Run 1, placed cells, one color a class:
Scale bar: 20 um.
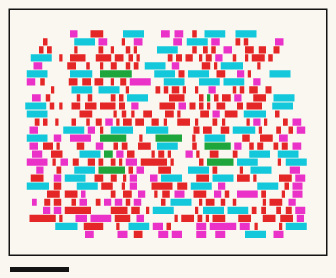
Run 1, wiring heat map:
Scale bar: 20 um. 21 x 17 tiles, from dark purple (low) to yellow (high), scaled to the fullest tile. Values are wire area over tile area, all layers added.
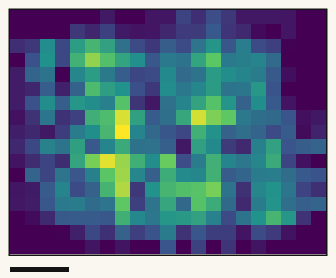
Run 1, routing congestion map:
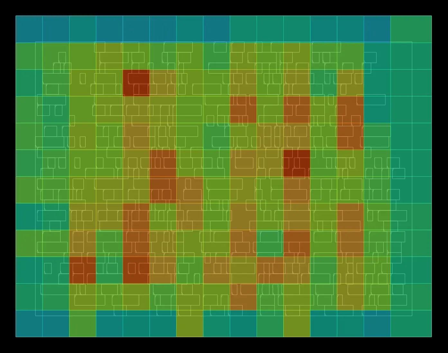
Run 1, I/O nets highlighted:
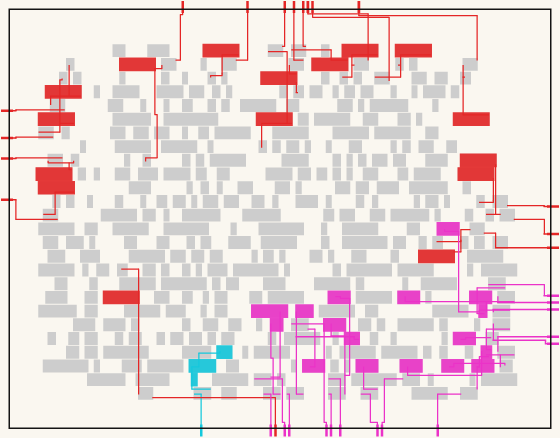
File: config.mk
export PLATFORM = sky130hd
export DESIGN_NAME = bin2bcd_conv
export DESIGN_NICKNAME = d
export VERILOG_FILES = /design/src/rtl/bin2bcd_pkg.sv /design/src/rtl/bin2bcd_conv_digit_adj.sv /design/src/rtl/bin2bcd_conv.sv
export SDC_FILE = /design/constraint.sdc
export NUM_CORES = 1
export LEC_CHECK = 0
export CAP_MARGIN = 10
export CELL_PAD_IN_SITES_DETAIL_PLACEMENT = 1
export CELL_PAD_IN_SITES_GLOBAL_PLACEMENT = 1
export CORE_ASPECT_RATIO = 0.75
export CORE_MARGIN = 5
export CORE_UTILIZATION = 36
export CTS_BUF_LIST = sky130_fd_sc_hd__clkbuf_16
export DETAILED_ROUTE_END_ITERATION = 8
export GPL_TIMING_DRIVEN = 1
export PLACE_DENSITY_LB_ADDON = 0.1
export SYNTH_ARGS = -nofsm -noshare
export SYNTH_HDL_FRONTEND = slang
export SYNTH_SLANG_ARGS = --single-unit
export TNS_END_PERCENT = 50
File: constraint.sdc
create_clock -name i_clk -period 1.62 [get_ports i_clk]
set_clock_uncertainty 0.15 [all_clocks]
set_input_delay 0.324 -clock i_clk [delete_from_list [all_inputs] [get_ports i_clk]]
set_output_delay 0.324 -clock i_clk [all_outputs]
set_load 0.02 [all_outputs]
File: src/rtl/bin2bcd_pkg.sv
// Shared types and constants for the binary-to-BCD converter.
package bin2bcd_pkg;
  typedef enum logic [1:0] {IDLE, SHIFT, DONE} state_t;

  localparam logic [3:0] OVF_NIBBLE = 4'hE;
  localparam logic [3:0] ADJ_THRESH = 4'd5;
  localparam logic [3:0] ADJ_ADD    = 4'd3;
endpackage

File: src/rtl/bin2bcd_conv_digit_adj.sv
// Per-digit add-3 correction applied before each shift of the BCD register.
module bcd_digit_adj
  import bin2bcd_pkg::*;
(
  input  logic [3:0] i_nib,
  output logic [3:0] o_nib
);
  // Nibbles >= 5 would carry past 9 after doubling, so pre-bias by 3 (4-bit wrap)
  always_comb begin
    o_nib = (i_nib >= ADJ_THRESH) ? (i_nib + ADJ_ADD) : i_nib;
  end
endmodule

File: src/rtl/bin2bcd_conv.sv
// Sequential shift-and-add-3 binary to packed BCD converter with valid/ready input
// and a held, registered output word for the 7-segment display mux.
module bin2bcd_conv
  import bin2bcd_pkg::*;
#(
  parameter int IN_WIDTH = 14,
  parameter int DIGITS   = 4
) (
  input  logic                  i_clk,
  input  logic                  i_reset_n,
  input  logic [IN_WIDTH-1:0]   i_in_data,
  input  logic                  i_in_valid,
  output logic                  o_in_ready,
  output logic [DIGITS*4-1:0]   o_bcd_out,
  output logic                  o_out_valid,
  output logic                  o_ovf,
  output logic                  o_busy
);
  localparam int          BW      = DIGITS * 4;
  localparam int          CNT_W   = (IN_WIDTH > 1) ? $clog2(IN_WIDTH) : 1;
  localparam int unsigned MAX_VAL = 10**DIGITS - 1;

  state_t                r_state, w_next;
  logic [CNT_W-1:0]      r_cnt;
  logic [IN_WIDTH-1:0]   r_bin_sr;
  logic [BW-1:0]         r_bcd_sr;
  logic                  r_ovf_pend;
  logic [BW-1:0]         r_bcd_out;
  logic                  r_ovf;
  logic                  r_out_valid;

  logic [BW-1:0]          w_bcd_adj;
  logic [BW+IN_WIDTH-1:0] w_shift;
  logic                   w_in_ovf;

  // Add-3 correction on every digit of the running BCD value
  for (genvar g = 0; g < DIGITS; g++) begin : g_adj
    bcd_digit_adj u_adj (
      .i_nib (r_bcd_sr[4*g +: 4]),
      .o_nib (w_bcd_adj[4*g +: 4])
    );
  end

  // Joint left shift; the MSB of the BCD field falls off the top
  assign w_shift  = {w_bcd_adj, r_bin_sr} << 1;
  assign w_in_ovf = 64'(i_in_data) > 64'(MAX_VAL);

  // State register
  always_ff @(posedge i_clk) begin
    if (!i_reset_n) r_state <= IDLE;
    else            r_state <= w_next;
  end

  // Next-state logic: IDLE -> SHIFT on accept, IN_WIDTH shifts, one DONE cycle
  always_comb begin
    w_next = r_state;
    case (r_state)
      IDLE:    if (i_in_valid) w_next = SHIFT;
      SHIFT:   if (r_cnt == '0) w_next = DONE;
      DONE:    w_next = IDLE;
      default: w_next = IDLE;
    endcase
  end

  // Handshake and status decode from state
  always_comb begin
    o_in_ready = (r_state == IDLE);
    o_busy     = (r_state == SHIFT) || (r_state == DONE);
  end

  // Datapath: capture, shift, and publish result; outputs hold between DONEs
  always_ff @(posedge i_clk) begin
    if (!i_reset_n) begin
      r_cnt       <= '0;
      r_bin_sr    <= '0;
      r_bcd_sr    <= '0;
      r_ovf_pend  <= 1'b0;
      r_bcd_out   <= '0;
      r_ovf       <= 1'b0;
      r_out_valid <= 1'b0;
    end else begin
      r_out_valid <= 1'b0;
      case (r_state)
        IDLE: if (i_in_valid) begin
          r_bin_sr   <= i_in_data;
          r_bcd_sr   <= '0;
          r_cnt      <= CNT_W'(IN_WIDTH - 1);
          r_ovf_pend <= w_in_ovf;
        end
        SHIFT: begin
          r_bcd_sr <= w_shift[BW+IN_WIDTH-1:IN_WIDTH];
          r_bin_sr <= w_shift[IN_WIDTH-1:0];
          r_cnt    <= r_cnt - 1'b1;
        end
        DONE: begin
          r_bcd_out   <= r_ovf_pend ? {DIGITS{OVF_NIBBLE}} : r_bcd_sr;
          r_ovf       <= r_ovf_pend;
          r_out_valid <= 1'b1;
        end
        default: ;
      endcase
    end
  end

  assign o_bcd_out   = r_bcd_out;
  assign o_ovf       = r_ovf;
  assign o_out_valid = r_out_valid;
endmodule

==> out/qor.txt, run 1 <==
biggest area cells: dfxtp_1 (43%), o21ai_0 (7.1%), ha_1 (6.9%)
router iterations before antenna repair: 4
highest clock rate: 631.9 MHz
Init Core Util: 0.3713
Top-area cell share: 0.4320
Hold Startpoint: o_bcd_out[12]
DP Worst Slack: -0.2566 ns
Vias/cell: 4.963
clock slew seen by the registers of the worst setup and hold paths: 0.07 ns
number of global-route vias before repair: 2,392
top cell types by occurrence after synthesis: dfxtp_1 (55), nor2_1 (36), o21ai_0 (36)
Synth Register Bits: 55
initial antenna violation count: 0
Critical Path Start: r_state[0]
Synth async-reset ratio: 0
Final WS setup: 0.03737 ns
transition time of the tightest slew-check pin: 0.2775 ns
total power: 5.466 mW
most frequent logic cell in the layout: dfxtp_1
# clock sinks: 55
Crit Path Class: reg2reg
Unique cell types: 40
Logic cell area: 0.001486 sq mm
Synth Area per Inst: 8.669 sq um
CP Max Fanout: 7
min Tclk post-route: 1.583 ns
placed insts: 452
Final TNS setup: 0 ns
period utilisation layout: 0.9769
Die W: 107.2 um
ys cells: 294
# rows: 26
CP Capture Type: flip-flop
Worst VDD drop: 1.029 mV
Final #Nets: 395
leading area contributor after synthesis: dfxtp_1
Worst Reg-to-Reg Cells: 6
Hold WC Path Type: reg2reg
Pleak: 1.514 nW
Die Y-Extent: 82.87 um
mapped cell area: 0.002549 sq mm
largest net degree at the start of global routing: 35
GP Congestion: 0.7917
Power Density: 1480 mW/mm^2
Crit path arrival time: 1.61 ns
DP Wirelength: 4969 um
# DRC: 0
share of cells above drive strength 1: 0.3260
full die area: 0.008880 sq mm
Seq/Total Area, Yosys: 0.4320
run status: finished, final reports clean
critical path required time: 1.65 ns
antenna viol nets, final: 0
Worst Hold Depth: 2
r2r startpoint: r_state[0]
RR Endpoint: r_bin_sr[1]
Final setup viols: 0
first-pass GRT wire length: 11,540 um
final std cells w/o fill: 463
Tool Warnings: 36
clock buffer depth: 2
RSZ-0062 raised after global routing: yes
EDFF count, synth: 0
TritonCTS clock tree: yes
Yosys warning count: 0
fin. max-slew vios: 0
Syn Inst Count: 294
CTS root buf: clkbuf_16
area growth from synthesis to layout: 44.87%
cell with the most instances after synthesis: dfxtp_1
number of max-cap violations: 0
CP Launch Type: flip-flop
fill count: 804
hold violation total from the final report: 0
Latency at later pin: 0.29 ns
FF/Latch Area: 0.001111 sq mm
Diodes inserted: 0
# H-tree levels: 2
most frequent cells in the layout: dfxtp_1 (47), buf_4 (37), nor2_1 (36)
end of the critical path: r_bin_sr[1]
YS chip area: 0.002549 sq mm
TritonCTS buffer count: 5
Back to the opening pictures, 'placed cells, one color a class':
- other buffers and delay cells: magenta (cells 81; share of their area 21%)
- flops: cyan (cells 55; share of their area 31%)
- combinational and other logic: red (cells 221; share of their area 43%)
- clock drivers and dummy loads: green (cells 8; share of their area 4.7%)
Finished Cell Area: 0.003692 sq mm
Core Box Area: 0.006864 sq mm

Back to the opening pictures, 'wiring heat map':
- emptiest ninth of the die: north-east
- fullest tile: 0.41
- nearly empty tiles: 16%
drt wl/cell: 15.69 um
GRT Util Overall: 0.1580
Vias: 2,298
final WL: 7265 um

Back to the opening pictures, 'routing congestion map':
met3 Track Usage GR: 0.03101
fin util: 0.5379
Most Used Layer, Global Route: met2
met2 global-route usage: 0.2606

Back to the opening pictures, 'I/O nets highlighted':
- o_bcd_out: red (bits 16; direction output; edge 8 north, 4 west, 3 east, 1 south; end cells 16; buffers 16; wire 472 um)
- i_in_data: magenta (bits 14; direction input; edge 9 south, 5 east; end cells 17; buffers 16; wire 420 um)
- i_in_valid: cyan (bits 1; direction input; edge south; end cells 3; buffers 1; wire 24.4 um)
I/O pin total: 37
PortBufs: 36

-- run 1: sequential cells by signal, indices dropped and copies added, names as in the netlist --
register	count
r_bin_sr	14
r_state	2
o_bcd_out	16
o_ovf	1
o_out_valid	1
r_cnt	4
r_ovf_pend	1
r_bcd_sr	16
-- run 1: where the power goes --
part | internal [mW] | switching (mW)
clock | 0.731 | 0.506
sequential | 1.62 | 0.185
combinational | 1.19 | 1.24
-- run 1: critical path: stages (launching register included) --
cell and delay [ns]:
dfxtp_2 0.33, buf_6 0.12, ha_4 0.17, mux2_4 0.34
buf_12 0.17, o22ai_4 0.13, nor2_1 0.07
-- run 1: metrics by stage --
step           hold slack [ns]  cell area [sq um]
2_1_floorplan           0.2988               2564
3_5_place_dp            0.3139               3313
5_1_grt                 0.3509               3692
3_3_place_gp            0.3117               3313
4_1_cts                 0.3233               3480
6_report                0.3211               3692
-- run 1: area by class of cell --
class,count,area share
inverters,13,0.01389
flip-flops and latches,55,0.3009
clock buffers,5,0.03389
repair buffers,81,0.2040
clock inverters,3,0.01152
well taps,98,0.03321
multi-input cells,208,0.4026
-- run 1: routing by layer --
layer | global-route usage | wire length (um)
met1 | 0.2172 | 3630
met2 | 0.2606 | 3434
met3 | 0.03101 | 170
met4 | 0.02439 | 30
met5 | 0 | 0
-- run 1: cell families (layout without fill, tap and decap cells) --
kind of cell | Yosys count | count (layout) | share of synthesized area
compound gates | 94 | 94 | 0.2185
simple gates | 86 | 86 | 0.1625
flops | 55 | 55 | 0.4320
buf+inv | 31 | 102 | 0.06284
fa+ha+maj | 14 | 14 | 0.06873
xor+xnor | 7 | 7 | 0.02406
mux | 7 | 7 | 0.03142
-- run 1: timing repair --
item,CTS,global route
buffers inserted,0,2
gates resized,32,54
pin swaps,1,7
hold buffers,0,0
gates cloned,0,1
endpoints found under the setup margin,29,28
==> run 2: changes to the inputs <==
--- a/config.mk
+++ b/config.mk
@@ -5,12 +5,13 @@
 export SDC_FILE = /design/constraint.sdc
 export NUM_CORES = 1
 export LEC_CHECK = 0
+export ABC_AREA = 1
 export CAP_MARGIN = 10
 export CELL_PAD_IN_SITES_DETAIL_PLACEMENT = 1
 export CELL_PAD_IN_SITES_GLOBAL_PLACEMENT = 1
 export CORE_ASPECT_RATIO = 0.75
 export CORE_MARGIN = 5
-export CORE_UTILIZATION = 36
+export CORE_UTILIZATION = 35
 export CTS_BUF_LIST = sky130_fd_sc_hd__clkbuf_16
 export DETAILED_ROUTE_END_ITERATION = 8
 export GPL_TIMING_DRIVEN = 1
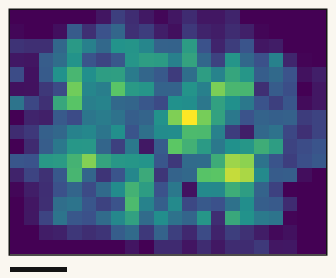
Run 2: wiring heat map
Scale bar: 20 um. 22 x 17 tiles, from dark purple (low) to yellow (high), scaled to the fullest tile. Values are wire area over tile area, all layers added.
- densest ninth of the die: center
- nearly empty tiles: 15%
- mean over tiles: 0.12
- tiles over half the peak: 18%
Vias: 2,583
GRT Util Overall: 0.1616

==> out/qor.txt, run 2 <==
YS chip area: 0.002639 sq mm
share of cells above drive strength 1: 0.1521
Diodes inserted: 0
full die area: 0.009394 sq mm
Critical Path Slowest Stage Cell: dfxtp_2
fin. max-slew vios: 0
transition time of the tightest slew-check pin: 0.2527 ns
number of max-cap violations: 0
Internal: 3.181 mW
initial antenna violation count: 0
met2 WL: 3271 um
CP Max Fanout: 2
DP Worst Slack: -0.1735 ns
fill count: 950
Pleak: 1.579 nW
Combinational Power Share: 0.458
Die W: 110.3 um
# clock sinks: 55
ys cells: 372
Synth Area per Inst: 7.093 sq um
CP Launch Type: flip-flop
clock buffer depth: 2
Switching Share: 0.3685
FF/Latch Area: 0.001106 sq mm
Yosys warning count: 0
Vias/cell: 4.828
Crit path largest cell delay: 0.34 ns
TritonCTS buffer count: 5
GP Congestion: 0.8554
worst-path cell chain: inv_2, ha_4, buf_2
Top-area cell share: 0.4173
critical path required time: 1.15 ns
Core Box Area: 0.007331 sq mm
WHS: 0.3178 ns
most frequent logic cell in the layout: nand2_1
total power: 5.038 mW
Tool Warnings: 35
cell with the most instances after synthesis: nand2_1
Syn Inst Count: 372
top cell types by occurrence after synthesis: nand2_1 (113), dfxtp_1 (55), inv_1 (41)
Hold WC Path Type: reg2reg
hold_buf cts: 0
CP Capture Type: output port
mapped cell area: 0.002639 sq mm
final std cells w/o fill: 535
Crit path arrival time: 1.08 ns
TritonCTS clock tree: yes
area growth from synthesis to layout: 35.28%
Seq/Total Area, Yosys: 0.4173
router iterations before antenna repair: 6
run status: finished, final reports clean
first-pass GRT wire length: 12,400 um
most frequent cells in the layout: nand2_1 (108), dfxtp_1 (51), inv_1 (38)
Unique cell types: 24
placed insts: 526
# rows: 27
period utilisation layout: 0.9569
Final #Nets: 465
Latency at later pin: 0.29 ns
number of global-route vias before repair: 2,640
RSZ-0062 raised after global routing: yes
Sw Pwr: 1.857 mW
Crit Path Class: reg2out
Final TNS setup: 0 ns
biggest area cells: dfxtp_1 (42%), nand2_1 (16%), ha_1 (6.6%)
Power Density: 1411 mW/mm^2
DP Wirelength: 5510 um
Synth Register Bits: 55
Area after DPL: 0.003376 sq mm
antenna viol nets, final: 0
leading area contributor after synthesis: dfxtp_1
Finished Cell Area: 0.003570 sq mm
Clock Power Share: 0.204
min Tclk post-route: 1.550 ns
EDFF count, synth: 0
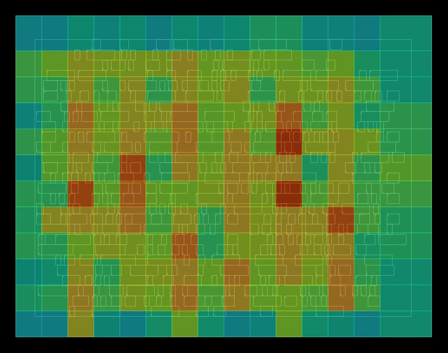
Run 2: routing congestion map
drt wl/cell: 13.58 um
fin util: 0.4869
met2 global-route usage: 0.2627
met1 usage: 0.2252
met3 Track Usage GR: 0.03118

[run 2: netlist changes by cell type after synthesis, sizes merged, moves of 12 or more]
cell,before,now
inv,13,43
nand3,6,22
o22ai,13,1
o21ai,44,17
nand2,18,113
a31oi,0,13
[run 2: logic make-up after synthesis]
family,share of synthesized area
flops,0.4173
buf+inv,0.08819
compound gates,0.1470
fa+ha+maj,0.06638
simple gates,0.2812
[run 2: final timing paths]
kind                            slack (ns)  cells past startpoint     endpoint          from
worst max register to register        0.07                     10  r_bcd_sr[8]    r_state[1]
worst min-delay path                  0.32                      2  r_bcd_sr[0]  r_bin_sr[13]
worst min register to register        0.32                      2  r_bcd_sr[0]  r_bin_sr[13]
worst max-delay path                  0.07                      3       o_busy    r_state[1]
[run 2: power by group through the flow]
stage / combinational, mW / sequential, mW / clock [mW]
global placement: 2.20 / 1.72 / 0
detailed placement: 2.24 / 1.73 / 0
finish: 2.30 / 1.71 / 1.03
CTS: 2.22 / 1.70 / 1.07
floorplan: 1.16 / 1.79 / 0
global route: 2.56 / 1.73 / 1.12
[run 2: what timing repair did]
| action | in CTS | in global routing |
|---|---|---|
| buffers inserted | 1 | 1 |
| setup endpoints to repair | 60 | 37 |
| resized | 32 | 21 |
| pin swaps | 1 | 2 |
[run 2: critical path: cells and delay by family (launching register included)]
family | cells | cell delay, ns
adders and majority gates | 1 | 0.25
DFF | 1 | 0.34
buffers and inverters | 2 | 0.20
[run 2: layout make-up]
type,count,share of cell area
clock inverter,2,0.002454
clock buffer,5,0.03505
multi-input combinational,260,0.3877
inverter,44,0.04767
sequential,55,0.3098
timing repair buffer,68,0.1819
tap,101,0.03540
==> run 3: changes to the inputs <==
--- a/config.mk
+++ b/config.mk
@@ -16,6 +16,7 @@
 export DETAILED_ROUTE_END_ITERATION = 8
 export GPL_TIMING_DRIVEN = 1
 export PLACE_DENSITY_LB_ADDON = 0.1
+export SETUP_SLACK_MARGIN = 0.1
 export SYNTH_ARGS = -nofsm -noshare
 export SYNTH_HDL_FRONTEND = slang
 export SYNTH_SLANG_ARGS = --single-unit
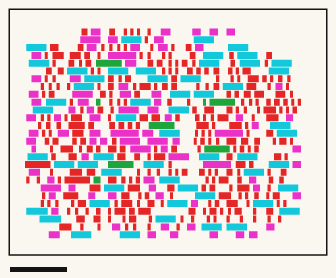
Run 3: placed cells, one color a class
Scale bar: 20 um.
- clock drivers and dummy loads: green (cells 8; share of their area 3.7%)
- other buffers and delay cells: magenta (cells 82; share of their area 23%)
- flops: cyan (cells 55; share of their area 29%)
- combinational and other logic: red (cells 304; share of their area 44%)
Core Box Area: 0.007331 sq mm
fin util: 0.5438
# rows: 27

==> out/qor.txt, run 3 <==
Final setup viols: 3
Adder Area Share: 0.06638
Seq pwr share: 0.287
Unique cell types: 24
clock buffer depth: 2
Vias/cell: 4.982
CTS root buf: clkbuf_16
Diodes inserted: 0
antenna viol nets, final: 0
Synth async-reset ratio: 0
Crit path largest cell delay: 0.32 ns
total power: 6.039 mW
initial antenna violation count: 0
Die W: 110.3 um
leading area contributor after synthesis: dfxtp_1
CP delay by family, top: buffers and inverters
highest clock rate: 613.4 MHz
most frequent logic cell in the layout: nand2_1
CP Max Fanout: 6
TritonCTS clock tree: yes
number of global-route vias before repair: 2,927
Sw Pwr: 2.286 mW
CP Capture Type: flip-flop
WHS: 0.3163 ns
hold violation total from the final report: 0
run status: finished, violations left
YS chip area: 0.002639 sq mm
Critical Path Slowest Stage Cell: dfxtp_2
fin. max-slew vios: 0
FF/Latch Area: 0.001104 sq mm
Syn Inst Count: 372
cell with the most instances after synthesis: nand2_1
Final WS setup: -0.01038 ns
I/O pin total: 37
biggest area cells: dfxtp_1 (42%), nand2_1 (16%), ha_1 (6.6%)
Die Y-Extent: 85.20 um
# H-tree levels: 2
Internal: 3.753 mW
first-pass GRT wire length: 14,610 um
violated checks: setup timing
share of cells above drive strength 1: 0.2650
Combinational Power Share: 0.535
min Tclk post-route: 1.630 ns
Yosys warning count: 0
area fraction in xor and xnor cells: 0
Clock Power Share: 0.178
RSZ-0062 raised after global routing: yes
Seq/Total Area, Yosys: 0.4173
Pleak: 1.752 nW
Area after DPL: 0.003379 sq mm
Complex Gates by Area: 0.1470
DP Worst Slack: -0.1238 ns
TritonCTS buffer count: 5
Final #Nets: 479
period utilisation layout: 1.006
DP Wirelength: 5500 um
PortBufs: 36
largest net degree at the start of global routing: 35
number of max-cap violations: 0
Logic cell area: 0.001544 sq mm
Crit Path Class: reg2reg
transition time of the tightest slew-check pin: 0.3700 ns
Top-area cell share: 0.4173
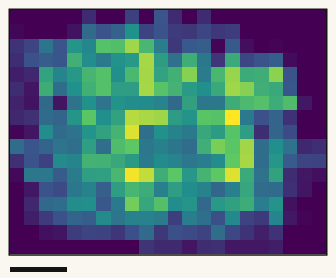
Run 3: wiring heat map
Scale bar: 20 um. 22 x 17 tiles, from dark purple (low) to yellow (high), scaled to the fullest tile. Values are wire area over tile area, all layers added.
- tiles over half the peak: 29%
- densest ninth of the die: center
- nearly empty tiles: 19%
GRT Util Overall: 0.1964
drt wl/cell: 15.62 um
Vias: 2,740
final WL: 8593 um

==> run 3: netlist changes by cell type in the layout (fill, tap and decap cells not counted), moves of 6 or more <==
cell / change
a21oi_1: -6
a21oi_2: +6
buf_6: +7
nand2_1: -21
nand2_2: +14
nand2_4: +7
==> run 3: metal layers <==
metal | track usage | vias to the layer above | wire length (um)
met5 | 0 | - | 0
met4 | 0.04251 | 0 | 65
met3 | 0.03650 | 7 | 285
met2 | 0.3304 | 38 | 4197
met1 | 0.2614 | 1325 | 4044
li1 | - | 1370 | -
==> run 3: path summary, 6_finish.rpt <==
kind	cells after the start	end	slack (ns)	startpoint
min reg2reg	2	o_ovf	0.32	o_ovf
max	10	r_bcd_sr[12]	-0.01	r_state[1]
min	2	o_ovf	0.32	o_ovf
max reg2reg	10	r_bcd_sr[12]	-0.01	r_state[1]
==> run 3: power groups by stage <==
stage / combinational, mW / clock, mW / sequential, mW
2_1_floorplan: 1.21 / 0 / 1.79
3_5_place_dp: 2.21 / 0 / 1.73
3_3_place_gp: 2.16 / 0 / 1.72
5_1_grt: 3.50 / 1.15 / 1.76
4_1_cts: 3.02 / 1.11 / 1.72
6_report: 3.23 / 1.08 / 1.73
==> run 3: cell type report <==
class                           instances  area share
Tap cell                              101     0.03170
Sequential cell                        55      0.2768
Clock buffer                            5     0.03139
Clock inverter                          3    0.004080
Timing Repair Buffer                   82      0.2260
Inverter                               44     0.04269
Multi-Input combinational cell        260      0.3873
==> run 3: metrics by stage <==
step / setup TNS (ns) / std cells
2_1_floorplan: 0 / 372
3_3_place_gp: -2.483 / 524
3_5_place_dp: -3.358 / 524
4_1_cts: 0 / 548
5_1_grt: -2.295 / 550
6_report: -0.02920 / 550

==> screenshots <==
Drive-strength map.
(a)
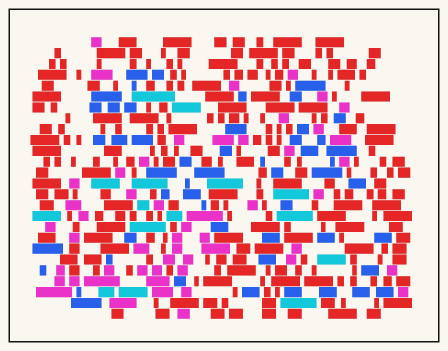
(b)
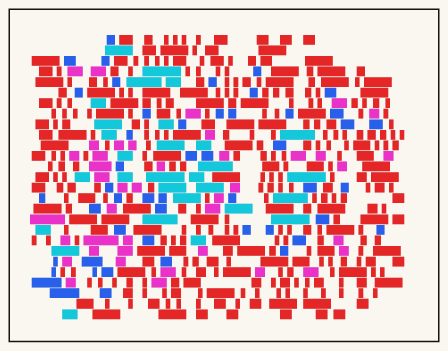
(c)
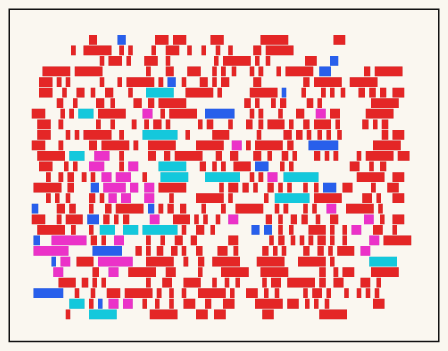
(c) -> run 2
(a) -> run 1
(b) -> run 3

Power figures rest on the tool's default switching activity, not on a simulated workload.
